Fig. 1: the metal 3 layer
Scale: 10 px per um.
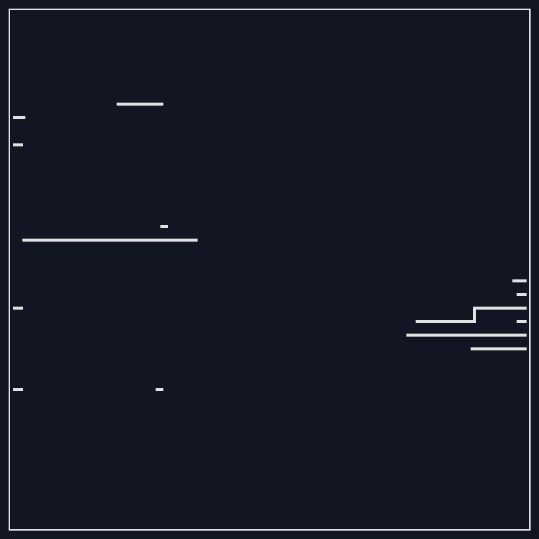
Fig. 2: gate families picked out
Scale: 6 px per um.
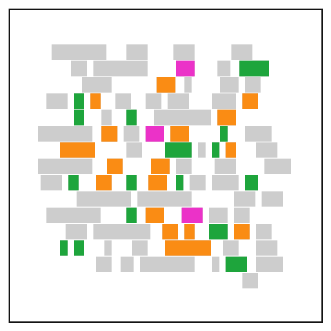
`config.mk`:
```
export PLATFORM = sky130hd
export DESIGN_NAME = rr_arbiter
export DESIGN_NICKNAME = d
export VERILOG_FILES = /design/src/rtl/rr_arbiter.sv
export SDC_FILE = /design/constraint.sdc
export NUM_CORES = 1
export LEC_CHECK = 0
export CAP_MARGIN = 20
export CELL_PAD_IN_SITES_DETAIL_PLACEMENT = 1
export CELL_PAD_IN_SITES_GLOBAL_PLACEMENT = 1
export CORE_MARGIN = 4
export CORE_UTILIZATION = 32
export DETAILED_ROUTE_END_ITERATION = 10
export PLACE_DENSITY_LB_ADDON = 0.1
export SYNTH_ARGS = -nofsm -noshare
export SYNTH_HDL_FRONTEND = slang
export SYNTH_SLANG_ARGS = --single-unit
```
`constraint.sdc`:
```
create_clock -name clk -period 1.85 [get_ports clk]
set_clock_uncertainty 0.2 [all_clocks]
set_input_delay 0.2775 -clock clk [delete_from_list [all_inputs] [get_ports clk]]
set_output_delay 0.2775 -clock clk [all_outputs]
set_load 0.005 [all_outputs]
```
`src/rtl/rr_arbiter.sv`:
```
// Round-robin arbiter with a registered, lockable one-hot grant; priority rotates to just above the last winner.
// Optional owner hold limit is compiled in with `define RR_ARB_TIMEOUT_EN (limit set by HOLD_MAX).
module rr_arbiter #(
    parameter int REQ_N    = 4,
    parameter int ID_W     = $clog2(REQ_N),
    parameter int HOLD_MAX = 16
) (
    input  logic             clk,
    input  logic             rst_n,
    input  logic [REQ_N-1:0] req,
    output logic [REQ_N-1:0] gnt,
    output logic [ID_W-1:0]  gnt_id,
    output logic             gnt_vld
);

    typedef enum logic {
        IDLE  = 1'b0,
        GRANT = 1'b1
    } state_e;

    state_e           state_q, state_d;
    logic [REQ_N-1:0] gnt_q, gnt_d;
    logic [ID_W-1:0]  gnt_id_q, gnt_id_d;
    logic [ID_W-1:0]  last_q, last_d;
    logic             gnt_vld_q, gnt_vld_d;

    logic [REQ_N-1:0] cand;
    logic [REQ_N-1:0] above_last;
    logic [REQ_N-1:0] cand_masked;
    logic [REQ_N-1:0] search_vec;
    logic [REQ_N-1:0] win_oh;
    logic [ID_W-1:0]  win_id;
    logic             owner_req;
    logic             cand_any;
    logic             hold_expired;
    logic             new_grant;

    if (REQ_N < 2 || HOLD_MAX < 1) begin : g_param_check
        $error("rr_arbiter: REQ_N must be >= 2 and HOLD_MAX >= 1");
    end

    function automatic logic [REQ_N-1:0] isolate_lsb(input logic [REQ_N-1:0] v);
        return v & (~v + REQ_N'(1));
    endfunction

    function automatic logic [ID_W-1:0] onehot_to_id(input logic [REQ_N-1:0] oh);
        logic [ID_W-1:0] id;
        id = '0;
        for (int i = 0; i < REQ_N; i++) begin
            if (oh[i]) begin
                id = id | ID_W'(i);
            end
        end
        return id;
    endfunction

    // The current owner is never a candidate; in IDLE gnt_q is zero so this is just req.
    assign cand = req & ~gnt_q;

    genvar gi;
    generate
        for (gi = 0; gi < REQ_N; gi++) begin : g_mask
            assign above_last[gi] = (ID_W'(gi) > last_q);
        end
    endgenerate

    assign cand_masked = cand & above_last;
    assign search_vec  = (|cand_masked) ? cand_masked : cand;
    assign win_oh      = isolate_lsb(search_vec);
    assign win_id      = onehot_to_id(win_oh);
    assign owner_req   = |(req & gnt_q);
    assign cand_any    = |cand;

`ifdef RR_ARB_TIMEOUT_EN
    localparam int CNT_W = (HOLD_MAX > 1) ? $clog2(HOLD_MAX) : 1;
    localparam logic [CNT_W-1:0] CNT_LAST = CNT_W'(HOLD_MAX - 1);

    logic [CNT_W-1:0] cnt_q, cnt_d;

    assign hold_expired = (cnt_q == CNT_LAST);

    // Saturates at the limit so a lone owner keeps the grant without wrapping.
    always_comb begin
        cnt_d = cnt_q;
        if (new_grant) begin
            cnt_d = '0;
        end else if (state_q == GRANT && !hold_expired) begin
            cnt_d = cnt_q + CNT_W'(1);
        end
    end

    always_ff @(posedge clk or negedge rst_n) begin
        if (!rst_n) begin
            cnt_q <= '0;
        end else begin
            cnt_q <= cnt_d;
        end
    end
`else
    assign hold_expired = 1'b0;
`endif

    always_comb begin
        state_d   = state_q;
        gnt_d     = gnt_q;
        gnt_id_d  = gnt_id_q;
        last_d    = last_q;
        gnt_vld_d = gnt_vld_q;
        new_grant = 1'b0;

        case (state_q)
            IDLE: begin
                if (|req) begin
                    new_grant = 1'b1;
                end
            end
            GRANT: begin
                if (owner_req && !(hold_expired && cand_any)) begin
                    state_d = GRANT;
                end else if (cand_any) begin
                    new_grant = 1'b1;
                end else begin
                    state_d   = IDLE;
                    gnt_d     = '0;
                    gnt_id_d  = '0;
                    gnt_vld_d = 1'b0;
                end
            end
            default: begin
                state_d   = IDLE;
                gnt_d     = '0;
                gnt_id_d  = '0;
                gnt_vld_d = 1'b0;
            end
        endcase

        if (new_grant) begin
            state_d   = GRANT;
            gnt_d     = win_oh;
            gnt_id_d  = win_id;
            last_d    = win_id;
            gnt_vld_d = 1'b1;
        end
    end

    always_ff @(posedge clk or negedge rst_n) begin
        if (!rst_n) begin
            state_q   <= IDLE;
            gnt_q     <= '0;
            gnt_id_q  <= '0;
            last_q    <= ID_W'(REQ_N - 1);
            gnt_vld_q <= 1'b0;
        end else begin
            state_q   <= state_d;
            gnt_q     <= gnt_d;
            gnt_id_q  <= gnt_id_d;
            last_q    <= last_d;
            gnt_vld_q <= gnt_vld_d;
        end
    end

    assign gnt     = gnt_q;
    assign gnt_id  = gnt_id_q;
    assign gnt_vld = gnt_vld_q;

endmodule
```
==> run notes <==
Implementation numbers.

- By area, the combinational part of the netlist is dominated by AND-OR/OR-AND gates.
- The number of buffers on the longest clock path is 2.
- The script computed a power per unit cell area of 1480 nW/um^2.
- In this run, the synthesized area fraction spent on and/or/nand/nor cells is recorded as 0.245.
- The total cell area reported by yosys after synthesis is 617 um^2.
- The global routing usage on met2 is 0.234.
- The number of clock sinks reads 10.
- The CTS tree is yes.
- The number of global-route vias before repair was 668.
- The insertion delay to the later sink of the worst-skew pair reads 0.27 ns.
- The repair_antennas step left the layout with diodes totalling 0.
- The run finished with clean final reports.
- From synthesis to final layout, the design area changed by 48.1%.
- The half-perimeter wire length after placement is 1.40 mm.
- In this run the critical path is formed by clkdlybuf4s50_1, buf_4, a22oi_1, and2_4, a31oi_4, o31ai_1.
- Warnings reported by Yosys during synthesis add up to 0.
- At the worst endpoint, the required time is 1.82 ns.
- The biggest cell delay along the critical path reads 0.44 ns.
- The total clock buffers created by CTS reads 3.
- Synthesis inferred 10 register bits.
- The met3 wire length is 56 um.
- Per the OpenROAD floorplan log, the area of the die is 2690 um^2.
- In this run the cell area of the synthesized design comes to 617 um^2.
- The top-level port count is 13.
- The remaining routing DRC violations is 0.
- The post-cts hold buffer count is 0.
- The worst endpoint data arrival time is 1.72 ns.
- For this configuration, the core starts out at a cell density of 0.346.
- The number of standard-cell rows in the floorplan reads 15.
- The flip-flop count of the largest register, all copies and words added reads 4.
- The worst slack after detailed placement reads -0.307 ns.
- The detailed router placed 610 vias in this run.
- The global routing stage identified its most utilized layer as met2.
- The largest power group reads combinational cells.
- Per the gpl log, the routability congestion estimate is 0.795.
- The worst setup path is captured at a register.
- The number of slew-limit violations in the final report reads 0.
- The post-CTS setup buffer count is 0.
- The region available for standard cell placement spans 1780 um^2.
- Summing all multiplexer cells gives an area fraction of 0.0162.
- The end of the worst register-to-register path reads gnt_id[0]$_DFFE_PN0P_.
- The clock slew at the register clock pins of the worst setup and hold paths is 0.07 ns.
- The share of the clock period used by the worst path reads 0.944.
- The power share of the sequential group is 0.311.
- After filler insertion, the fill cell instance count of the layout stands at 206.
- The total global-route track usage reads 0.161.
- Logic depth along the worst register-to-register path is recorded as 4.
-- Fig. 1 (at the start) --
main direction: horizontal
share of all routed wire: 3.1%
longest straight run: 17.2 um
nets with wire on the layer: 11
wire length on this layer: 56.7 um

-- Fig. 2 (at the start) --
[orange] aoi and oai cells | cells: 17 | where: center
[green] nand cells | cells: 16
[magenta] non-inverting ao/oa cells | cells: 3
logic gate fraction of the total cell area: 0.410
Post-Layout Cell Count: 112
leading cell type in the layout, fill and taps excluded: sky130_fd_sc_hd__buf_4

[final cells by class]
class | count | area [um^2] | share of cell area
inverters | 3 | 11.3 | 0.0123
repair buffers | 23 | 208 | 0.227
multi-input cells | 47 | 374 | 0.410
clock buffers | 4 | 36.3 | 0.0397
well taps | 25 | 31.3 | 0.0342
flip-flops and latches | 10 | 253 | 0.277
[layout by cell type, fill, tap and decap left out, drive strengths merged]
cell            n
a211o           2
or2b            1
o311ai          1
o31ai           3
a21oi           3
or2             1
a221oi          1
buf            11
a21boi          1
maj3            1
nand4           1
nor4            1
or3b            1
nor2            1
clkdlybuf4s50  10
o21ai           2
nand2           4
a31oi           1
inv             3
o41ai           3
dfrtp           8
dlymetal6s2s    2
clkbuf          4
and2            1
nor3            1
nand2b          3
dfstp           2
mux2i           1
a22oi           2
nor2b           1
and4bb          1
a311o           1
nand3           8
[cell usage after synthesis]
master / n / share of area
sky130_fd_sc_hd__a221oi_1: 1 / 0.014
sky130_fd_sc_hd__a311o_1: 1 / 0.016
sky130_fd_sc_hd__a21oi_2: 2 / 0.028
sky130_fd_sc_hd__a21boi_0: 1 / 0.012
sky130_fd_sc_hd__nand4_2: 1 / 0.020
sky130_fd_sc_hd__nand2b_2: 1 / 0.014
sky130_fd_sc_hd__nor3_1: 1 / 0.0081
sky130_fd_sc_hd__a211o_1: 2 / 0.028
sky130_fd_sc_hd__nor4_1: 1 / 0.010
sky130_fd_sc_hd__nand3_1: 8 / 0.065
sky130_fd_sc_hd__dfstp_2: 2 / 0.085
sky130_fd_sc_hd__a31oi_4: 1 / 0.034
sky130_fd_sc_hd__mux2i_1: 1 / 0.016
sky130_fd_sc_hd__maj3_1: 1 / 0.016
sky130_fd_sc_hd__nor2b_1: 1 / 0.010
sky130_fd_sc_hd__o21ai_0: 2 / 0.016
sky130_fd_sc_hd__and4bb_2: 1 / 0.020
sky130_fd_sc_hd__o311ai_0: 1 / 0.014
sky130_fd_sc_hd__dfrtp_1: 8 / 0.32
sky130_fd_sc_hd__or2_2: 1 / 0.010
sky130_fd_sc_hd__or3b_1: 1 / 0.014
sky130_fd_sc_hd__o31ai_1: 3 / 0.037
sky130_fd_sc_hd__o41ai_2: 1 / 0.026
sky130_fd_sc_hd__a21oi_1: 1 / 0.0081
sky130_fd_sc_hd__inv_1: 3 / 0.018
sky130_fd_sc_hd__and2_1: 1 / 0.010
sky130_fd_sc_hd__nor2_1: 1 / 0.0061
sky130_fd_sc_hd__nand2b_1: 2 / 0.020
sky130_fd_sc_hd__clkbuf_1: 1 / 0.0061
sky130_fd_sc_hd__o41ai_1: 2 / 0.028
sky130_fd_sc_hd__nand2_1: 4 / 0.024
sky130_fd_sc_hd__a22oi_1: 2 / 0.024
sky130_fd_sc_hd__or2b_1: 1 / 0.012
[critical path: cells and delay by family]
family	cells	cell delay (ns)
AOI/OAI and AO/OA	3	0.64
buffers and inverters	2	0.60
and+or+nand+nor	1	0.21
[what timing repair did]
| item | CTS | global route |
|---|---|---|
| pin swaps | 0 | 3 |
| setup endpoints to repair | 1 | 6 |
| resized | 1 | 8 |
| hold endpoints to repair | 0 | 0 |
Power and IR drop assume default switching activity.
